==> config.mk <==
export PLATFORM = sky130hd
export DESIGN_NAME = sram_ctrl
export DESIGN_NICKNAME = d
export VERILOG_FILES = /design/src/rtl/sram_ctrl.sv
export SDC_FILE = /design/constraint.sdc
export NUM_CORES = 1
export LEC_CHECK = 0
export ABC_AREA = 0
export CAP_MARGIN = 20
export CORE_AREA = 2 2 98 100
export DETAILED_ROUTE_END_ITERATION = 7
export DIE_AREA = 0 0 100 102
export PLACE_DENSITY = 0.83
export SYNTH_ARGS = -nofsm -noshare
export SYNTH_HDL_FRONTEND = slang
export SYNTH_SLANG_ARGS = --single-unit
export TNS_END_PERCENT = 1
==> constraint.sdc <==
create_clock -name i_clk -period 3.1 [get_ports i_clk]
set_input_delay 0.465 -clock i_clk [delete_from_list [all_inputs] [get_ports i_clk]]
set_output_delay 0.465 -clock i_clk [all_outputs]
set_load 0.05 [all_outputs]
==> src/rtl/sram_ctrl.sv <==
// sram_ctrl: multi-cycle bridge from the MEM stage to a 16-bit asynchronous SRAM.
// Each 32-bit access is split into a low and a high half-word SRAM cycle. The
// pipeline is stalled until the access completes, then it advances exactly once.
module sram_ctrl #(
  parameter int unsigned SRAM_AW  = 18,
  parameter int unsigned WAIT_CYC = 1
) (
  input  logic               i_clk,
  input  logic               i_reset,
  input  logic               i_mem_rden,
  input  logic               i_mem_wren,
  input  logic [31:0]        i_addr,
  input  logic [31:0]        i_wdata,
  input  logic [3:0]         i_bmask,
  output logic [31:0]        o_rdata,
  output logic               o_rvalid,
  output logic               o_sram_stall,
  output logic [SRAM_AW-1:0] o_sram_addr,
  output logic [15:0]        o_sram_wdata,
  input  logic [15:0]        i_sram_rdata,
  output logic               o_sram_oe,
  output logic               o_sram_ce_n,
  output logic               o_sram_oe_n,
  output logic               o_sram_we_n,
  output logic               o_sram_lb_n,
  output logic               o_sram_ub_n
);

  localparam int unsigned WW = (WAIT_CYC > 0) ? $clog2(WAIT_CYC + 1) : 1;
  localparam logic [WW-1:0] WAIT_LOAD = WW'(WAIT_CYC);

  localparam logic [2:0] IDLE  = 3'd0;
  localparam logic [2:0] RD_LO = 3'd1;
  localparam logic [2:0] RD_HI = 3'd2;
  localparam logic [2:0] WR_LO = 3'd3;
  localparam logic [2:0] WR_HI = 3'd4;
  localparam logic [2:0] DONE  = 3'd5;

  logic [2:0]         state_q, state_d;
  logic [WW-1:0]      wcnt_q, wcnt_d;
  logic [SRAM_AW-2:0] word_q, word_d;
  logic [31:0]        wdata_q, wdata_d;
  logic [3:0]         bmask_q, bmask_d;
  logic [15:0]        rlo_q, rlo_d;
  logic [31:0]        rdata_q, rdata_d;
  logic               rvalid_q, rvalid_d;
  logic               req;
  logic               hi_sel;

  // Address bits outside the word index are deliberately ignored.
  logic unused_addr;
  assign unused_addr = ^{i_addr[31:SRAM_AW+1], i_addr[1:0]};

  assign req = i_mem_rden | i_mem_wren;

  // Next-state logic: access sequencing, wait counting and read-data capture.
  always_comb begin
    state_d  = state_q;
    wcnt_d   = wcnt_q;
    word_d   = word_q;
    wdata_d  = wdata_q;
    bmask_d  = bmask_q;
    rlo_d    = rlo_q;
    rdata_d  = rdata_q;
    rvalid_d = 1'b0;
    case (state_q)
      IDLE: begin
        if (req) begin
          word_d  = i_addr[SRAM_AW:2];
          wdata_d = i_wdata;
          bmask_d = i_bmask;
          wcnt_d  = WAIT_LOAD;
          // Store wins when both requests are present.
          if (!i_mem_wren)             state_d = RD_LO;
          else if (i_bmask[1:0] != '0) state_d = WR_LO;
          else if (i_bmask[3:2] != '0) state_d = WR_HI;
          else                         state_d = DONE;
        end
      end
      RD_LO: begin
        if (wcnt_q == '0) begin
          rlo_d   = i_sram_rdata;
          wcnt_d  = WAIT_LOAD;
          state_d = RD_HI;
        end else begin
          wcnt_d = wcnt_q - 1'b1;
        end
      end
      RD_HI: begin
        if (wcnt_q == '0) begin
          // o_rdata only changes on entry to DONE so it stays stable between loads.
          rdata_d  = {i_sram_rdata, rlo_q};
          rvalid_d = 1'b1;
          wcnt_d   = WAIT_LOAD;
          state_d  = DONE;
        end else begin
          wcnt_d = wcnt_q - 1'b1;
        end
      end
      WR_LO: begin
        if (wcnt_q == '0) begin
          wcnt_d  = WAIT_LOAD;
          state_d = (bmask_q[3:2] != '0) ? WR_HI : DONE;
        end else begin
          wcnt_d = wcnt_q - 1'b1;
        end
      end
      WR_HI: begin
        if (wcnt_q == '0) begin
          wcnt_d  = WAIT_LOAD;
          state_d = DONE;
        end else begin
          wcnt_d = wcnt_q - 1'b1;
        end
      end
      DONE:    state_d = IDLE;
      default: state_d = IDLE;
    endcase
  end

  // State registers with synchronous reset; reset aborts any access in flight.
  always_ff @(posedge i_clk) begin
    if (i_reset) begin
      state_q  <= IDLE;
      wcnt_q   <= '0;
      word_q   <= '0;
      wdata_q  <= '0;
      bmask_q  <= '0;
      rlo_q    <= '0;
      rdata_q  <= '0;
      rvalid_q <= 1'b0;
    end else begin
      state_q  <= state_d;
      wcnt_q   <= wcnt_d;
      word_q   <= word_d;
      wdata_q  <= wdata_d;
      bmask_q  <= bmask_d;
      rlo_q    <= rlo_d;
      rdata_q  <= rdata_d;
      rvalid_q <= rvalid_d;
    end
  end

  // SRAM strobes, bus direction and stall decoded from the current state.
  always_comb begin
    o_sram_ce_n = 1'b1;
    o_sram_oe_n = 1'b1;
    o_sram_we_n = 1'b1;
    o_sram_lb_n = 1'b1;
    o_sram_ub_n = 1'b1;
    o_sram_oe   = 1'b0;
    hi_sel      = 1'b0;
    case (state_q)
      RD_LO, RD_HI: begin
        o_sram_ce_n = 1'b0;
        o_sram_oe_n = 1'b0;
        o_sram_lb_n = 1'b0;
        o_sram_ub_n = 1'b0;
        hi_sel      = (state_q == RD_HI);
      end
      WR_LO: begin
        o_sram_ce_n = 1'b0;
        o_sram_we_n = 1'b0;
        o_sram_oe   = 1'b1;
        o_sram_lb_n = ~bmask_q[0];
        o_sram_ub_n = ~bmask_q[1];
      end
      WR_HI: begin
        o_sram_ce_n = 1'b0;
        o_sram_we_n = 1'b0;
        o_sram_oe   = 1'b1;
        o_sram_lb_n = ~bmask_q[2];
        o_sram_ub_n = ~bmask_q[3];
        hi_sel      = 1'b1;
      end
      default: ;
    endcase
  end

  assign o_sram_addr  = {word_q, hi_sel};
  assign o_sram_wdata = hi_sel ? wdata_q[31:16] : wdata_q[15:0];
  assign o_sram_stall = ((state_q == IDLE) & req) | ((state_q != IDLE) & (state_q != DONE));
  assign o_rdata      = rdata_q;
  assign o_rvalid     = rvalid_q;

endmodule

==> run_1/final_congestion.png <==
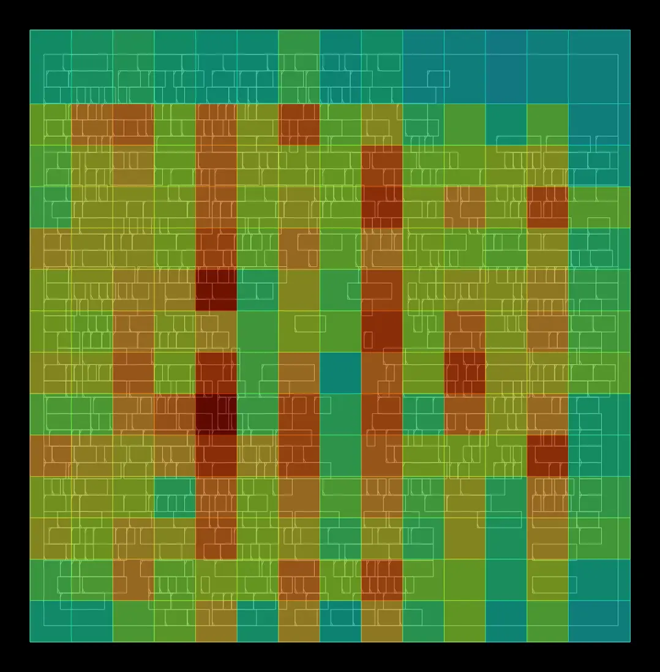
Top Usage Layer GRT: met2
M2 GR Usage: 0.348

==> run_1/clock_map.png <==
Drawn at 6 px/micron.
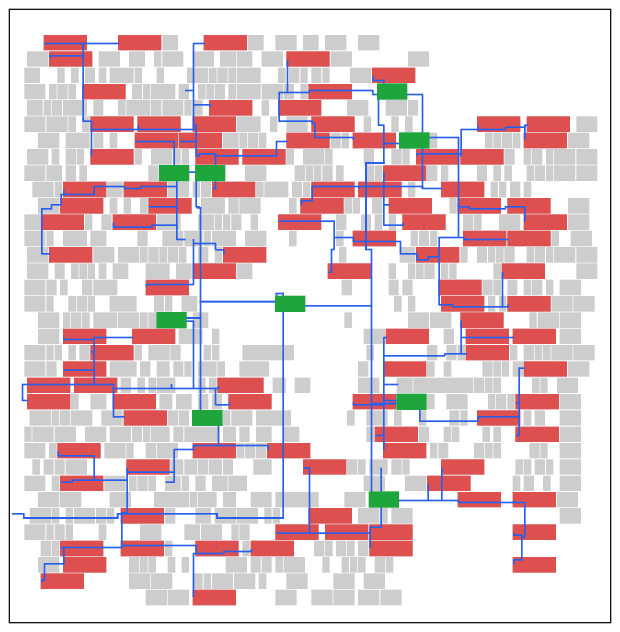
legend:
  flip-flops:
    colour: red
    count: 106
  cells driving clock nets:
    colour: green
    count: 9
  clock wires:
    colour: blue
    length: 1120 microns
routed clock nets: 10
flops lie: all over the die
clock share of power: 0.148
Worst-Skew Late Latency: 0.36 ns

==> qor.csv, run 1 <==
stage;metric;value;unit
sta;worstMarginPinSlew;0.860;ns
pwr;finalPower;5.26;mW
critical_path;r2r-start;state_q[0];
detailed_routing;totalWireLength;10500;microns
sta;period_needed;2.84;ns
cts;clkTransAtPathRegs;0.10;ns
sta;fmax;352;MHz
synthesis;syn_inst;518;
final_layout;nNetsFinal;730;
placed_design;dp.cells;742;
synthesis;edf_count;0;
status;outcome;finished, final reports clean;
global_routing;grt_pass1_wl;16800;microns
hold_path;worstHoldStart;rlo_q[15];
synthesis;top_cell_area_share;0.508;
pwr;p_per_area;914;nW/um^2
detailed_routing;detail_route.first_pass.iterations;4;
final_layout;finish.utilization;0.632;
cts;cts-root-buf;clkbuf_8;
synthesis;syn_area;4180;sq um
cts;clkSinkCount;106;
critical_path;path_buffers;1;
critical_path;cp.required;2.63;ns
synthesis;yosys_area;4180;sq um
cts;cts_tree;done;
synthesis;ys_warn_count;0;
critical_path;worst_path_dominant_cell_family;buffers and inverters;
detailed_routing;vias_per_cell;5.05;
cts;h-tree-depth;3;
critical_path;rrSetupSlack;1.21;ns
floorplan;core_util_floorplan;0.459;
sta;setup_tns;0;ns
==> run_1/pdn.png <==
Drawn at 4 px/micron. Pins as bars on the die edge.
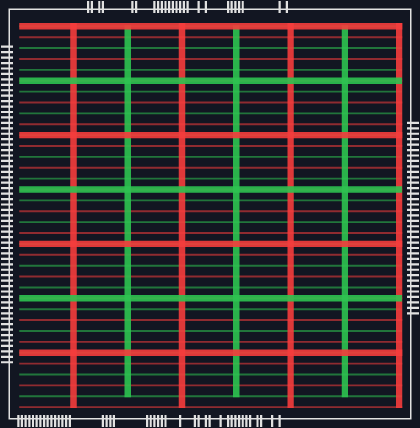
legend:
  VDD:
    colour: green
  VSS:
    colour: red
signal pins: 162
rows: 35
met5 straps: 7
met1 rails: 36
met4 straps: 7
Chip Height: 102 microns
Peak VDD IR: 0.520 mV
core area: 9110 sq um

==> run 1: cells in the mapped netlist (2+ instances only) <==
master,count
a21oi_1,108
a31oi_1,2
buf_2,13
buf_4,3
buf_6,11
clkbuf_1,12
dfxtp_1,106
inv_1,2
mux2_2,16
nand2_1,207
nand2b_1,2
nand3b_1,2
nor2_1,6
o21ai_0,5
o21ai_1,2
xnor2_1,2
==> run 1: how the worst max path moves through the flow <==
stage               slack [ns]  cells past startpoint     endpoint
CTS                       0.04                      5  o_sram_ub_n
global route              0.12                      5  o_sram_we_n
floorplan                 1.06                      5  o_sram_lb_n
global placement          0.51                      5  o_sram_ub_n
detailed placement        0.47                      5  o_sram_ub_n
finish                    0.26                      4    o_sram_oe
==> run 1: area by class of cell <==
type	count	area, sq um	area share
Tap cell	111	139	0.0241
Sequential cell	106	2120	0.369
Multi-Input combinational cell	370	1800	0.313
Clock buffer	9	124	0.0215
Inverter	2	7.51	0.00130
Timing Repair Buffer	153	1510	0.262
Clock inverter	7	53.8	0.00934
==> run 1: per-layer routing <==
metal  global-route usage  vias up  wire length, microns
li1                     -     1929                     -
met1                0.248     1763                  4470
met2                0.348      124                  4980
met3               0.0663       14                   867
met4               0.0727        0                   161
met5                    0        -                     0
==> run 1: kinds of logic after synthesis <==
logic type                count (synthesis)  share of synthesized area
AOI/OAI and AO/OA                       121                      0.149
xor gates and xnor gates                  3                    0.00629
buffers and inverters                    42                     0.0641
DFF                                     106                      0.508
muxes                                    16                     0.0431
and+or+nand+nor                         230                      0.229
==> run 1: where the power goes <==
group,internal [mW],total [mW],leakage [nW],switching (mW)
Sequential,1.63,1.85,0.866,0.214
Clock,0.298,0.777,0.0822,0.479
Combinational,0.905,2.64,1.17,1.73
==> inputs of run 2 (changes only) <==
- CAP_MARGIN: 20 -> 30
==> run_2/density.png <==
Drawn at 3 px/micron. The die is cut into 10 by 10 equal tiles; white is low, dark blue is high, 0 to 100% covered.
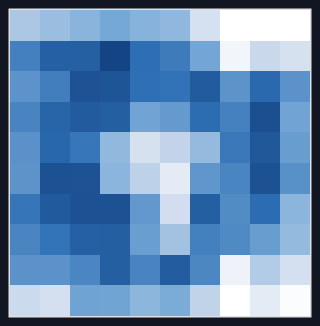
fullest tile: 92%
mean over tiles: 55%
densest ninth of the die: west
tiles over 75% full: 26%
nearly empty tiles: 4.0%
fin util: 0.632
Starting Density: 0.459

==> run_2/clock_map.png <==
Drawn at 6 px/micron.
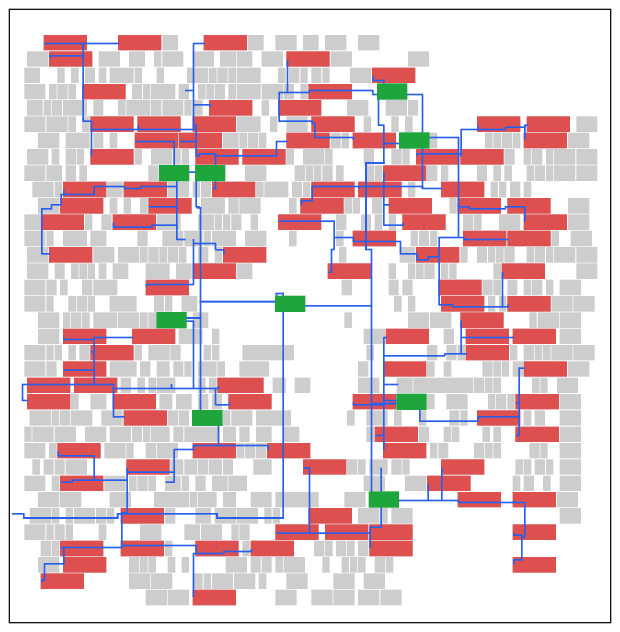
legend:
  clock wires:
    colour: blue
    length: 1120 microns
  flip-flops:
    colour: red
    count: 106
  cells driving clock nets:
    colour: green
    count: 9
flops lie: all over the die
P_clk: 0.777 mW
clock skew: 0.0110 ns

==> qor.csv, run 2 <==
stage;metric;value;unit
synthesis;ys_warn_count;0;
pwr;finalPower;5.26;mW
cts;cts-root-buf;clkbuf_8;
final_layout;nNetsFinal;730;
detailed_routing;vias_per_cell;5.05;
critical_path;worst_path_dominant_cell_family;buffers and inverters;
sta;setup_tns;0;ns
global_routing;grt_pass1_wl;16800;microns
cts;insertion_delay;0.36;ns
pwr;pwr-share-seq;0.351;
sta;fmax;352;MHz
synthesis;edf_count;0;
critical_path;crit_end;o_sram_oe;
global_routing;grtUsageMet2;0.348;
floorplan;fp.coreArea;9110;sq um
pwr;clkPwrFrac;0.148;
status;outcome;finished, final reports clean;
pwr;vdd_drop_max;0.520;mV
pwr;switching_power;2.43;mW
sta;worstMarginPinSlew;0.860;ns
global_routing;grt_busiest_layer;met2;
synthesis;syn_inst;518;
critical_path;rrSetupSlack;1.21;ns
==> run_2/final_congestion.png <==
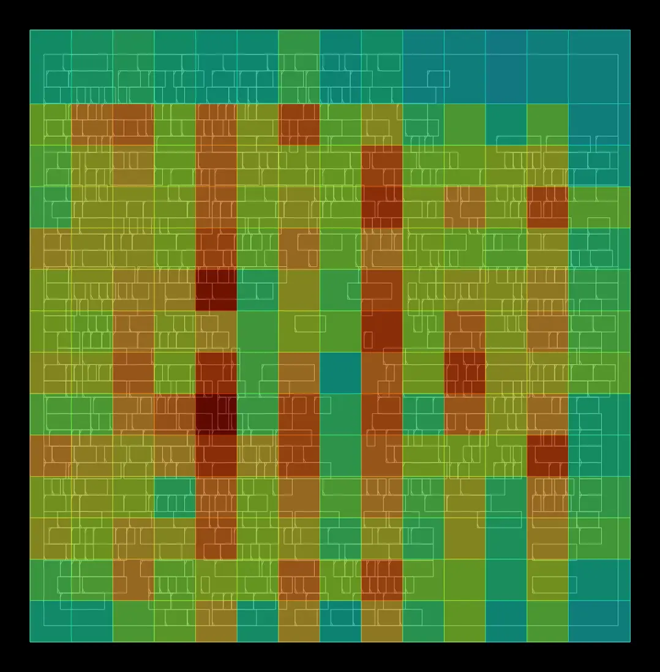
met3 Resource Use GR: 0.0663
routing usage on met1: 0.248
DR WL/cell: 13.8 microns
GRT Resource Usage Total: 0.206

## run 2: cell counts in the layout (fill, tap and decap cells not counted)
Identical to the previous run, type by type.
## run 2: kinds of logic after synthesis
| family | Yosys count | synth area share |
|---|---|---|
| buffers and inverters | 42 | 0.0641 |
| flip-flops | 106 | 0.508 |
| multiplexers | 16 | 0.0431 |
| AND-OR/OR-AND | 121 | 0.149 |
| XOR/XNOR | 3 | 0.00629 |
| AND/OR/NAND/NOR | 230 | 0.229 |
## run 2: metal layers
metal  wire length, microns  share of wire  vias to the layer above
met5                      0              0                        -
met4                    161          0.015                        0
met3                    867          0.083                       14
met2                   4980           0.48                      124
met1                   4470           0.43                     1763
li1                       -              -                     1929
## run 2: how the worst min path moves through the flow
stage / start / end / slack [ns] / depth (start not counted)
floorplan: rlo_q[10] / o_rdata[10] / 0.43 / 2
global placement: rlo_q[5] / o_rdata[5] / 0.44 / 2
detailed placement: rlo_q[4] / o_rdata[4] / 0.44 / 2
CTS: i_reset / wdata_q[2] / 0.45 / 2
global route: i_reset / wdata_q[26] / 0.47 / 2
finish: rlo_q[15] / o_rdata[15] / 0.45 / 2
## run 2: cell type report
type	count	area, sq um
well taps	111	139
clock buffers	9	124
fillers	786	3350
clock inverters	7	53.8
repair buffers	153	1510
multi-input cells	370	1800
flip-flops and latches	106	2120
inverters	2	7.51
## run 2: power groups by stage
| stage | sequential, mW | clock, mW | combinational (mW) |
|---|---|---|---|
| 2_1_floorplan | 2.09 | 0 | 1.74 |
| 3_3_place_gp | 1.86 | 0 | 2.58 |
| 3_5_place_dp | 1.88 | 0 | 2.64 |
| 4_1_cts | 1.85 | 0.795 | 2.65 |
| 5_1_grt | 1.89 | 0.860 | 2.82 |
| 6_report | 1.85 | 0.777 | 2.64 |
No activity file was given, so power comes from the tool's default toggle rates.
